`src/rtl/dh_pkg.sv`:
```
// Shared definitions for the Diffie-Hellman modular exponentiation slice.
package dh_pkg;

    localparam int unsigned DH_W     = 32;
    localparam int unsigned DH_EXP_W = 32;
    localparam int unsigned DH_ACC_W = DH_W + 2;

    typedef enum logic [2:0] {
        S_IDLE,
        S_CHK,
        S_RED,
        S_MUL,
        S_SQR,
        S_NEXT,
        S_FIN
    } state_e;

endpackage

```
`src/rtl/mod_mul_seq.sv`:
```
// Interleaved shift-subtract (Blakley) modular multiplier: y = a*b mod p, b < p.
// done pulses exactly W cycles after start; the first iteration runs on the start edge.
module mod_mul_seq
    import dh_pkg::*;
#(
    parameter int unsigned W = DH_W
) (
    input  logic         clk,
    input  logic         rst,
    input  logic         start,
    input  logic [W-1:0] a,
    input  logic [W-1:0] b,
    input  logic [W-1:0] p,
    output logic         done,
    output logic [W-1:0] y
);

    localparam int unsigned ACC_W = W + 2;
    localparam int unsigned CW    = $clog2(W + 1);

    logic [W-1:0]  acc_q, acc_d;
    logic [W-1:0]  a_q, a_d;
    logic [W-1:0]  b_q, b_d;
    logic [W-1:0]  p_q, p_d;
    logic [CW-1:0] cnt_q, cnt_d;
    logic          busy_q, busy_d;
    logic          done_q, done_d;

    // acc < p and b < p keep t below 3p, so two conditional subtracts suffice.
    function automatic logic [W-1:0] blakley_step(input logic [W-1:0] acc,
                                                  input logic         a_bit,
                                                  input logic [W-1:0] bv,
                                                  input logic [W-1:0] pv);
        logic [ACC_W-1:0] t;
        logic [ACC_W-1:0] pe;
        pe = {2'b00, pv};
        t  = {1'b0, acc, 1'b0} + (a_bit ? {2'b00, bv} : '0);
        if (t >= pe) t = t - pe;
        if (t >= pe) t = t - pe;
        return t[W-1:0];
    endfunction

    always_comb begin
        acc_d  = acc_q;
        a_d    = a_q;
        b_d    = b_q;
        p_d    = p_q;
        cnt_d  = cnt_q;
        busy_d = busy_q;
        done_d = 1'b0;
        if (start) begin
            acc_d  = blakley_step('0, a[W-1], b, p);
            a_d    = a << 1;
            b_d    = b;
            p_d    = p;
            cnt_d  = CW'(W - 1);
            busy_d = (W > 1);
            done_d = (W == 1);
        end else if (busy_q) begin
            acc_d = blakley_step(acc_q, a_q[W-1], b_q, p_q);
            a_d   = a_q << 1;
            cnt_d = cnt_q - CW'(1);
            if (cnt_q == CW'(1)) begin
                busy_d = 1'b0;
                done_d = 1'b1;
            end
        end
    end

    always_ff @(posedge clk or negedge rst) begin
        if (!rst) begin
            acc_q  <= '0;
            a_q    <= '0;
            b_q    <= '0;
            p_q    <= '0;
            cnt_q  <= '0;
            busy_q <= 1'b0;
            done_q <= 1'b0;
        end else begin
            acc_q  <= acc_d;
            a_q    <= a_d;
            b_q    <= b_d;
            p_q    <= p_d;
            cnt_q  <= cnt_d;
            busy_q <= busy_d;
            done_q <= done_d;
        end
    end

    assign done = done_q;
    assign y    = acc_q;

endmodule

```
`src/rtl/mod_exp_seq.sv`:
```
// Right-to-left square-and-multiply modular exponentiation r = base^exp mod p,
// time-sharing one sequential Blakley multiplier across RED/MUL/SQR.
module mod_exp_seq
    import dh_pkg::*;
#(
    parameter int unsigned W     = DH_W,
    parameter int unsigned EXP_W = DH_EXP_W
) (
    input  logic             clk,
    input  logic             rst,
    input  logic             st,
    input  logic [W-1:0]     base,
    input  logic [EXP_W-1:0] exp,
    input  logic [W-1:0]     p,
    output logic             busy,
    output logic             done,
    output logic [W-1:0]     r,
    output logic             err
);

    localparam int unsigned    IW       = (EXP_W > 1) ? $clog2(EXP_W) : 1;
    localparam logic [IW-1:0]  LAST_IDX = IW'(EXP_W - 1);

    state_e           state_q, state_d;
    logic [W-1:0]     base_q, base_d;
    logic [EXP_W-1:0] exp_q, exp_d;
    logic [W-1:0]     p_q, p_d;
    logic [W-1:0]     b_q, b_d;
    logic [W-1:0]     acc_q, acc_d;
    logic [W-1:0]     r_q, r_d;
    logic [IW-1:0]    idx_q, idx_d;
    logic             issued_q, issued_d;
    logic             err_q, err_d;
    logic [IW-1:0]    idx_nxt;

    logic             mul_start;
    logic             mul_done;
    logic [W-1:0]     mul_a;
    logic [W-1:0]     mul_b;
    logic [W-1:0]     mul_y;

    mod_mul_seq #(.W(W)) u_mul (
        .clk   (clk),
        .rst   (rst),
        .start (mul_start),
        .a     (mul_a),
        .b     (mul_b),
        .p     (p_q),
        .done  (mul_done),
        .y     (mul_y)
    );

    function automatic state_e bit_state(input logic bit_set, input logic last);
        return bit_set ? S_MUL : (last ? S_FIN : S_SQR);
    endfunction

    always_comb idx_nxt = idx_q + IW'(1);

    always_ff @(posedge clk or negedge rst) begin
        if (!rst) state_q <= S_IDLE;
        else      state_q <= state_d;
    end

    // The NEXT bookkeeping step is folded into the cycle where SQR completes,
    // so every multiply costs exactly W+1 cycles with no extra gap.
    always_comb begin
        state_d = state_q;
        case (state_q)
            S_IDLE: if (st) state_d = S_CHK;
            S_CHK:  state_d = (p_q <= W'(1)) ? S_FIN : S_RED;
            S_RED:  if (mul_done) state_d = bit_state(exp_q[0], EXP_W == 1);
            S_MUL:  if (mul_done) state_d = (idx_q == LAST_IDX) ? S_FIN : S_SQR;
            S_SQR:  if (mul_done) state_d = bit_state(exp_q[idx_nxt], idx_nxt == LAST_IDX);
            S_FIN:  state_d = S_IDLE;
            default: state_d = S_IDLE;
        endcase
    end

    always_comb begin
        busy      = (state_q != S_IDLE);
        done      = (state_q == S_FIN);
        r         = r_q;
        err       = err_q;
        mul_start = 1'b0;
        mul_a     = base_q;
        mul_b     = W'(1);
        case (state_q)
            S_RED: mul_start = !issued_q;
            S_MUL: begin
                mul_start = !issued_q;
                mul_a     = acc_q;
                mul_b     = b_q;
            end
            S_SQR: begin
                mul_start = !issued_q;
                mul_a     = b_q;
                mul_b     = b_q;
            end
            default: ;
        endcase
    end

    always_comb begin
        base_d   = base_q;
        exp_d    = exp_q;
        p_d      = p_q;
        b_d      = b_q;
        acc_d    = acc_q;
        r_d      = r_q;
        idx_d    = idx_q;
        issued_d = issued_q;
        err_d    = err_q;
        if (state_q == S_IDLE) begin
            if (st) begin
                base_d = base;
                exp_d  = exp;
                p_d    = p;
                err_d  = 1'b0;
            end
        end else if (state_q == S_CHK) begin
            err_d    = (p_q == '0);
            acc_d    = W'(1);
            idx_d    = '0;
            issued_d = 1'b0;
            if (p_q <= W'(1)) r_d = '0;
        end else if (state_q == S_RED || state_q == S_MUL || state_q == S_SQR) begin
            if (mul_start) issued_d = 1'b1;
            if (mul_done) begin
                issued_d = 1'b0;
                if (state_q == S_MUL) begin
                    acc_d = mul_y;
                end else begin
                    b_d = mul_y;
                end
                if (state_q == S_SQR) idx_d = idx_nxt;
                if (state_d == S_FIN) r_d = (state_q == S_MUL) ? mul_y : acc_q;
            end
        end
    end

    always_ff @(posedge clk or negedge rst) begin
        if (!rst) begin
            base_q   <= '0;
            exp_q    <= '0;
            p_q      <= '0;
            b_q      <= '0;
            acc_q    <= '0;
            r_q      <= '0;
            idx_q    <= '0;
            issued_q <= 1'b0;
            err_q    <= 1'b0;
        end else begin
            base_q   <= base_d;
            exp_q    <= exp_d;
            p_q      <= p_d;
            b_q      <= b_d;
            acc_q    <= acc_d;
            r_q      <= r_d;
            idx_q    <= idx_d;
            issued_q <= issued_d;
            err_q    <= err_d;
        end
    end

endmodule

```
`config.mk`:
```
export PLATFORM = sky130hd
export DESIGN_NAME = mod_exp_seq
export DESIGN_NICKNAME = d
export VERILOG_FILES = /design/src/rtl/dh_pkg.sv /design/src/rtl/mod_mul_seq.sv /design/src/rtl/mod_exp_seq.sv
export SDC_FILE = /design/constraint.sdc
export NUM_CORES = 1
export LEC_CHECK = 0
export CORE_MARGIN = 10
export CORE_UTILIZATION = 51
export CTS_BUF_LIST = sky130_fd_sc_hd__clkbuf_8 sky130_fd_sc_hd__clkbuf_16
export CTS_CLUSTER_SIZE = 30
export DETAILED_ROUTE_END_ITERATION = 8
export GPL_TIMING_DRIVEN = 0
export PLACE_DENSITY = 0.7
export REMOVE_ABC_BUFFERS = 1
export SETUP_SLACK_MARGIN = 0.1
export SYNTH_ARGS = -nofsm -noshare
export SYNTH_HDL_FRONTEND = slang
export SYNTH_HIERARCHICAL = 1
export SYNTH_SLANG_ARGS = --single-unit
```
`constraint.sdc`:
```
create_clock -name clk -period 8.5 [get_ports clk]
set_input_delay 2.125 -clock clk [delete_from_list [all_inputs] [get_ports clk]]
set_output_delay 2.125 -clock clk [all_outputs]
set_load 0.05 [all_outputs]
```
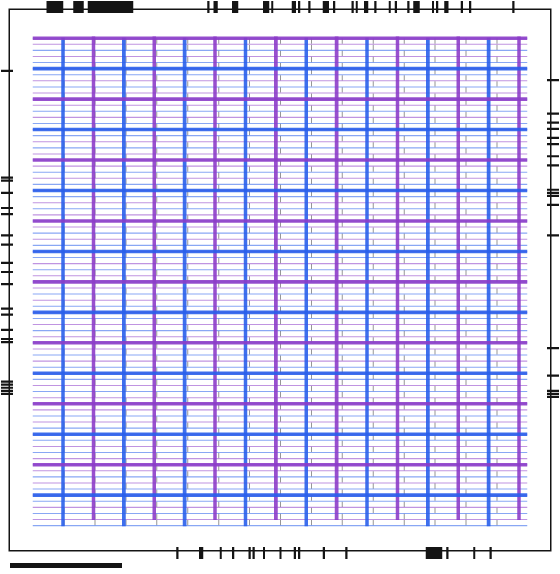
Figure 1: power grid.
The bar under the picture is 50 um long. Pins as bars on the die edge. Tap cells in grey.
VDD: marked purple. VSS: marked blue.
16 straps on met4. The core has 80 rows.

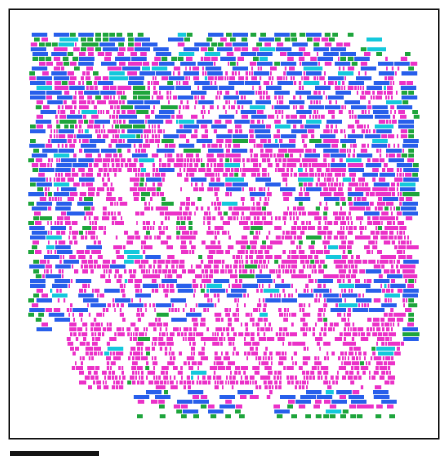
Figure 2: placed cells, one colour a class.
The bar under the picture is 50 um long.
remaining buffers and delay cells: marked green, cells 218. sequential cells: marked blue, cells 337. clock drivers and dummy loads: marked cyan, cells 70. remaining logic cells: marked magenta, cells 2321.
core area: 48000 um^2
post-layout util: 62.2%
cell area after layout: 29900 um^2

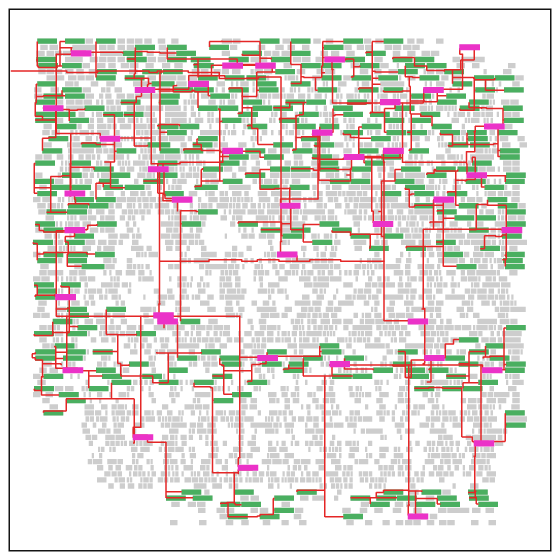
Figure 3: clock wires, drivers and flops.
flip-flops: marked green, count 337. clock-net drivers: marked magenta, count 39. clock wires: marked red, length 5030 um.
There are 40 routed clock nets.
clk_skew: 0.0173 ns
Clock Latency Late Sink: 0.57 ns

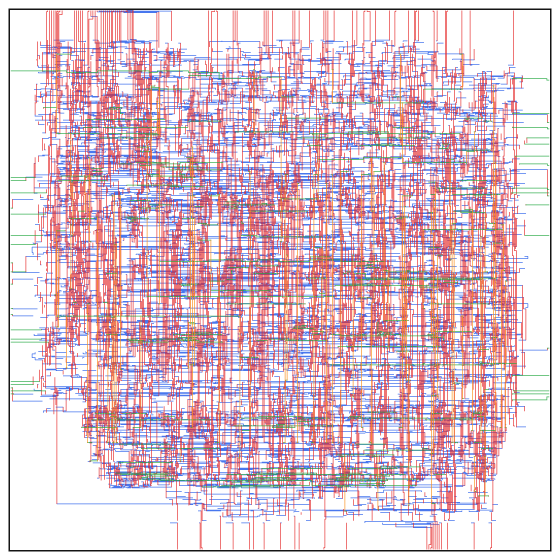
Figure 4: signal wires by layer.
M1: marked blue, wire length 33.3 mm. M2: marked red, wire length 37.0 mm. M4: marked orange, wire length 4770 um. M3: marked green, wire length 3990 um.

==> run summary <==
Post-DRT Antenna Nets -> 0
via count of the first global-routing pass -> 21400
drt total wl -> 79000 um
CTS HTree Levels -> 2
slowest CP cell -> dfrtp_4
Syn Inst Count -> 2787
Comb gates -> 2210
via count -> 21800
filler cell count -> 4056
Die H -> 241 um
row count -> 80
Nets -> 3185
Synth Cell Area -> 24900 um^2
Top-area cell share -> 33.8%
Max Cap Violations -> 0
Max-area cell class -> logic gates
flop count -> 337
Post-synth ARST share -> 100%
register area -> 8450 um^2
first-pass GRT wire length -> 119000 um
Final Cycle Share -> 97.6%
hold_ws -> 0.486 ns
combinational share of cell area -> 55.0%
Cell Type Count -> 91
Commonest Layout Cell -> nand2_1
critical path class -> flip-flop to flip-flop
Iter 0 DRT Violations -> 1744
Final Hold Viols -> 0
CTS Sinks -> 337
wire per inst -> 22.2 um
initial antenna violation count -> 0
Clock Root Buffer -> clkbuf_16
chip area -> 58100 um^2
GRT Total Usage -> 26.0%
f_max -> 0.121 GHz
Area Growth Syn to Fin -> 19.9%
DIE WIDTH -> 241 um
Top Ports -> 134
cts bufs inserted -> 39
# DRC -> 0
post_cts resized -> 64
Hold Crit Class -> flip-flop to flip-flop
critical path arrival -> 8.74 ns
CP Launch Type -> flip-flop
1st-pass router iterations -> 6
status -> finished clean
Final GP Congestion -> 0.971
Post-CTS Setup Bufs -> 33
Gate Area -> 16400 um^2
final setup fails -> 0
CP peak stage delay -> 0.59 ns
critical path data required time -> 8.95 ns
clock-pin transition on the worst setup and hold timing paths -> 0.06 ns
Layout Cells excl Fill -> 3562
Top area cell types -> dfrtp_1, mux2_2, ha_1
Post-DP Area -> 26900 um^2
Pre-Place Util -> 51.9%
Data buffer area share -> 7.93%
sequential share of the synthesized area -> 33.8%
TNS Setup -> 0 ns
number of enable flip-flop cells -> 0
worst setup margin -> 0.203 ns
CTS tree -> done
pin count of the biggest net entering global routing -> 118
GRT overflow -> 0
deepest clock path buffer count -> 3
RSZ-0062 raised after global routing -> true
Worst Max-Slew Pin Slew -> 1.29 ns
-- cell usage after synthesis, drive strengths merged, types with 18 or more instances --
cell and number:
a21oi 170, nand2 394, a21o 73, nand2b 19
ha 164, inv 110, nand3 31, o21a 31
buf 35, a22oi 34, clkbuf 100, mux2i 71
mux2 214, nand4 29, nor2 138, nor2b 52
or3 18, dfrtp 337, o211ai 47, and2 72
xnor2 84, o21ai 225, nor3 36, xor2 60
a211oi 28
-- sequential cells by signal, indices dropped and copies added, names as in the netlist, 32 cells and up --
signal	cells
acc_q	32
b_q	32
base_q	32
exp_q	32
p_q	32
r	32
u_mul/b_q	32
u_mul/p_q	32
u_mul/y	32
-- per-layer routing --
layer | share of wire (%) | track usage, % | vias up
li1 | - | - | 10300
met1 | 42 | 32.6 | 10700
met2 | 47 | 42.6 | 646
met3 | 5.0 | 3.27 | 190
met4 | 6.0 | 15.1 | 0
met5 | 0 | 0 | -
-- path summary, 6_finish.rpt --
kind / slack (ns) / start / cells past startpoint / end
max in group asynchronous: 5.21 / rst / 3 / state_q[1]
max: 0.20 / u_mul/a_q[31] / 34 / u_mul/y[21]
min reg2reg: 0.49 / r[3] / 1 / r[3]
max reg2reg: 0.20 / u_mul/a_q[31] / 34 / u_mul/y[21]
min in group asynchronous: 1.64 / rst / 1 / u_mul/p_q[3]
min: 0.49 / r[3] / 1 / r[3]
-- cells by family after synthesis --
group	count (synthesis)	synth area share [%]
and+or+nand+nor	848	15.9
AOI/OAI and AO/OA	753	19.5
DFF	337	33.8
muxes	290	13.0
buffers and inverters	246	4.09
adders and majority gates	169	8.64
xor gates and xnor gates	144	5.09
